[src/rtl/dff_pipe_if.sv]
// rtl/dff_pipe_if.sv - handshake bundle between a producer/consumer and dff_pipe
// Purpose: groups the upstream, downstream and flush/occupancy signals of dff_pipe.
// Signals:
//   in_valid/in_ready/d     upstream handshake and data
//   out_valid/out_ready/q   downstream handshake and data
//   flush                   discard all pipe contents
//   count                   number of occupied stages
// Modports: master = environment side, slave = pipe side.
interface dff_pipe_if #(
  parameter int WIDTH = 4,
  parameter int DEPTH = 3
);
  localparam int CW = $clog2(DEPTH + 1);

  logic             in_valid;
  logic             in_ready;
  logic [WIDTH-1:0] d;
  logic             flush;
  logic             out_valid;
  logic             out_ready;
  logic [WIDTH-1:0] q;
  logic [CW-1:0]    count;

  modport master (
    output in_valid, d, flush, out_ready,
    input  in_ready, out_valid, q, count
  );

  modport slave (
    input  in_valid, d, flush, out_ready,
    output in_ready, out_valid, q, count
  );
endinterface

[src/rtl/dff_pipe.sv]
// rtl/dff_pipe.sv - elastic register pipeline with bubble collapse, flush and occupancy count
// Purpose: DEPTH register stages, each with data and valid; words advance whenever the
//          next stage is free, so empty stages never hold back valid words.
// Ports:
//   clk   rising-edge clock
//   rst   synchronous reset, active low
//   bus   dff_pipe_if slave modport (in_valid/in_ready/d, out_valid/out_ready/q, flush, count)
module dff_pipe #(
  parameter int               WIDTH   = 4,
  parameter int               DEPTH   = 3,
  parameter logic [WIDTH-1:0] RST_VAL = '0
) (
  input  logic       clk,
  input  logic       rst,
  dff_pipe_if.slave  bus
);
  localparam int CW = $clog2(DEPTH + 1);

  logic [WIDTH-1:0] data_q [DEPTH];
  logic [WIDTH-1:0] data_d [DEPTH];
  logic [DEPTH-1:0] valid_q;
  logic [DEPTH-1:0] valid_d;
  logic [DEPTH-1:0] free;
  logic [CW-1:0]    count_q;
  logic [CW-1:0]    count_d;
  logic             in_ready;
  logic             in_fire;

  // A stage is free when it is empty or everything downstream of it moves this cycle.
  // Computed from the output end backwards through a scalar so the chain is not a
  // self-referencing vector.
  always_comb begin
    logic f;
    free = '0;
    f    = !valid_q[DEPTH-1] || bus.out_ready;
    free[DEPTH-1] = f;
    for (int i = DEPTH - 2; i >= 0; i--) begin
      f       = !valid_q[i] || f;
      free[i] = f;
    end
  end

  assign in_ready = free[0] && !bus.flush && rst;
  assign in_fire  = bus.in_valid && in_ready;

  always_comb begin
    valid_d = valid_q;
    for (int i = 0; i < DEPTH; i++) begin
      data_d[i] = data_q[i];
    end
    count_d = '0;

    // A free stage either drains or was empty, so its new valid is whatever arrives.
    if (free[0]) begin
      valid_d[0] = in_fire;
      if (in_fire) begin
        data_d[0] = bus.d;
      end
    end
    for (int i = 1; i < DEPTH; i++) begin
      if (free[i]) begin
        valid_d[i] = valid_q[i-1];
        if (valid_q[i-1]) begin
          data_d[i] = data_q[i-1];
        end
      end
    end

    // Flush drops occupancy only; data registers keep their contents.
    if (bus.flush) begin
      valid_d = '0;
      for (int i = 0; i < DEPTH; i++) begin
        data_d[i] = data_q[i];
      end
    end

    for (int i = 0; i < DEPTH; i++) begin
      count_d = count_d + CW'(valid_d[i]);
    end
  end

  always_ff @(posedge clk) begin
    if (!rst) begin
      valid_q <= '0;
      count_q <= '0;
      for (int i = 0; i < DEPTH; i++) begin
        data_q[i] <= RST_VAL;
      end
    end else begin
      valid_q <= valid_d;
      count_q <= count_d;
      for (int i = 0; i < DEPTH; i++) begin
        data_q[i] <= data_d[i];
      end
    end
  end

  assign bus.in_ready  = in_ready;
  assign bus.out_valid = valid_q[DEPTH-1];
  assign bus.q         = data_q[DEPTH-1];
  assign bus.count     = count_q;
endmodule
[src/flat_wrapper.sv]
// flat-port wrapper written by rule: the top's interface ports become plain ports
module dff_pipe_flat 
#(
  parameter int               WIDTH   = 4,
  parameter int               DEPTH   = 3,
  parameter logic [WIDTH-1:0] RST_VAL = '0
)
  (clk, rst, bus_in_valid, bus_d, bus_flush, bus_out_ready, bus_in_ready, bus_out_valid, bus_q, bus_count);
  dff_pipe_if #(.WIDTH(WIDTH), .DEPTH(DEPTH)) bus_i ();
  input  logic clk;
  input  logic rst;
  input wire logic [$bits(bus_i.in_valid)-1:0] bus_in_valid;
  input wire logic [$bits(bus_i.d)-1:0] bus_d;
  input wire logic [$bits(bus_i.flush)-1:0] bus_flush;
  input wire logic [$bits(bus_i.out_ready)-1:0] bus_out_ready;
  output wire logic [$bits(bus_i.in_ready)-1:0] bus_in_ready;
  output wire logic [$bits(bus_i.out_valid)-1:0] bus_out_valid;
  output wire logic [$bits(bus_i.q)-1:0] bus_q;
  output wire logic [$bits(bus_i.count)-1:0] bus_count;
  assign bus_i.in_valid = bus_in_valid;
  assign bus_i.d = bus_d;
  assign bus_i.flush = bus_flush;
  assign bus_i.out_ready = bus_out_ready;
  assign bus_in_ready = bus_i.in_ready;
  assign bus_out_valid = bus_i.out_valid;
  assign bus_q = bus_i.q;
  assign bus_count = bus_i.count;
  dff_pipe #(.WIDTH(WIDTH), .DEPTH(DEPTH), .RST_VAL(RST_VAL)) u_core (.clk(clk), .rst(rst), .bus(bus_i));
endmodule
[config.mk]
export PLATFORM = sky130hd
export DESIGN_NAME = dff_pipe_flat
export DESIGN_NICKNAME = d
export VERILOG_FILES = /design/src/rtl/dff_pipe_if.sv /design/src/rtl/dff_pipe.sv /design/src/flat_wrapper.sv
export SDC_FILE = /design/constraint.sdc
export NUM_CORES = 1
export LEC_CHECK = 0
export ABC_AREA = 1
export CORE_AREA = 2 2 42 53
export CTS_CLUSTER_SIZE = 10
export DETAILED_ROUTE_END_ITERATION = 8
export DIE_AREA = 0 0 44 55
export HOLD_SLACK_MARGIN = 0.05
export PLACE_DENSITY = 0.69
export SETUP_SLACK_MARGIN = 0.05
export SYNTH_ARGS = -nofsm -noshare
export SYNTH_HDL_FRONTEND = slang
export SYNTH_SLANG_ARGS = --single-unit
[constraint.sdc]
create_clock -name clk -period 1.5 [get_ports clk]
set_input_delay 0.15 -clock clk [delete_from_list [all_inputs] [get_ports clk]]
set_output_delay 0.15 -clock clk [all_outputs]
set_load 0.01 [all_outputs]
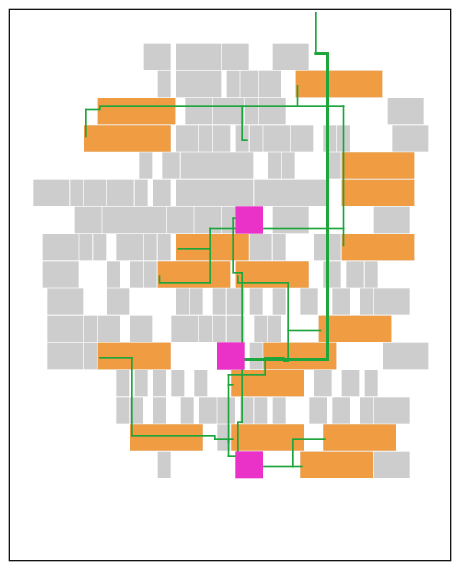
(images/clock_map.png)
Drawn at 10 px/um.
Key: green = clock wires [length 218 um]; magenta = cells driving clock nets [count 3]; orange = flip-flops [count 17]
There are 4 routed clock nets.

==> flow_summary_export.csv <==
group,metric,value,unit
global_routing,antenna_found_initial,0,
clocking,cts.sinks,17,
synth,synth-edff-count,0,
power,ir_drop,0.444,mV
synth,synth.distinct_cells,18,
worst_hold_path,hp-start,"bus_flush",
placement,dpl.cell_count,144,
critical_path,cp_max_fo,4,
detailed_routing,drc,0,
timing,hold_viol,0,
layout,drive_above_1_share,24.4,%
run_status,status,"complete, no violations",
synth,top_cells_by_count,"inv_1, dfxtp_1, nand2_1",
synth,synthCells,104,
clocking,cts_buffers,3,
timing,maxSlewHeadroom,84.0,%
synth,netlist_area,790,sq um
synth,ys_sh_adder,2.54,%
die,core,1940,sq um
die,fp_util,40.8,%
synth,ys_sh_xor,0,%
die,fp-row-count,18,
global_routing,grt_start_max_net_pins,16,
critical_path,r2r-start,"u_core.valid_q[1]",
run,warnings,27,
synth,synthMuxAreaShare,0,%
timing,grt_setup_unrepaired,"yes",
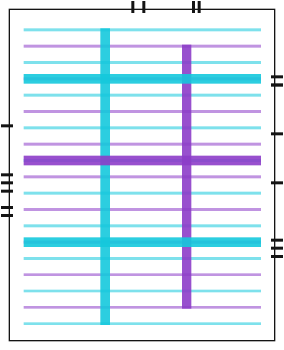
(images/pdn.png)
Drawn at 6 px/um. Pins as bars on the die edge.
Key: cyan = VSS; purple = VDD
2 straps on met4. 17 signal pins sit on the boundary.

## layer usage
layer	track usage [%]	vias up	wire [um]
li1	-	369	-
met1	14.5	298	599
met2	23.0	15	719
met3	0.974	2	57
met4	10.6	0	30
met5	0	-	0
## power breakdown
group	leakage, nW	total, W	switching [W]	internal, W
sequential	0.140	0.000461	0.00000454	0.000457
combinational	0.373	0.0000969	0.0000474	0.0000495
clock	0.0150	0.000242	0.000138	0.000103
total	0.527	0.000800	0.000190	0.000609
## what timing repair did
action / 4_1_cts / 5_1_grt
setup buffers: 0 / 3
hold endpoints to repair: 0 / 0
setup endpoints to repair: 2 / 2
hold buffers: 0 / 0
gates resized: 2 / 10
pin swaps: 0 / 5
## metrics by stage
step	hold WS (ps)	area [sq um]	setup WS [ps]
detailed placement	434	1010	-243
floorplan	277	792	53.9
global placement	429	1010	-209
CTS	448	1040	51.9
global route	294	1080	-12.6
finish	254	1080	80.7
## flip-flops by register name (all words and copies together) (netlist names)
signal            cells
u_core.bus.count      2
u_core.data_q        12
u_core.valid_q        3
## logic make-up (layout without fill, tap and decap cells)
kind of cell	count (synthesis)	after routing
fa+ha+maj	1	1
compound gates	16	16
flops	17	17
buf+inv	32	59
simple gates	38	38
## area by class of cell
| type | instances | area [sq um] | share of cell area (%) |
|---|---|---|---|
| well taps | 20 | 25.0 | 2.31 |
| clock buffers | 4 | 26.3 | 2.43 |
| flip-flops and latches | 17 | 349 | 32.3 |
| multi-input cells | 55 | 322 | 29.7 |
| repair buffers | 28 | 258 | 23.8 |
| inverters | 27 | 101 | 9.37 |
## worst max-delay path: stages (launching register included)
cell	delay, ps
dfxtp_4	380
nand4_4	140
nand3_4	120
nand2_2	50
nand2_2	70
inv_2	30
fa_1	490
nand2_1	50
inv_1	40
No activity file was given, so power comes from the tool's default toggle rates.
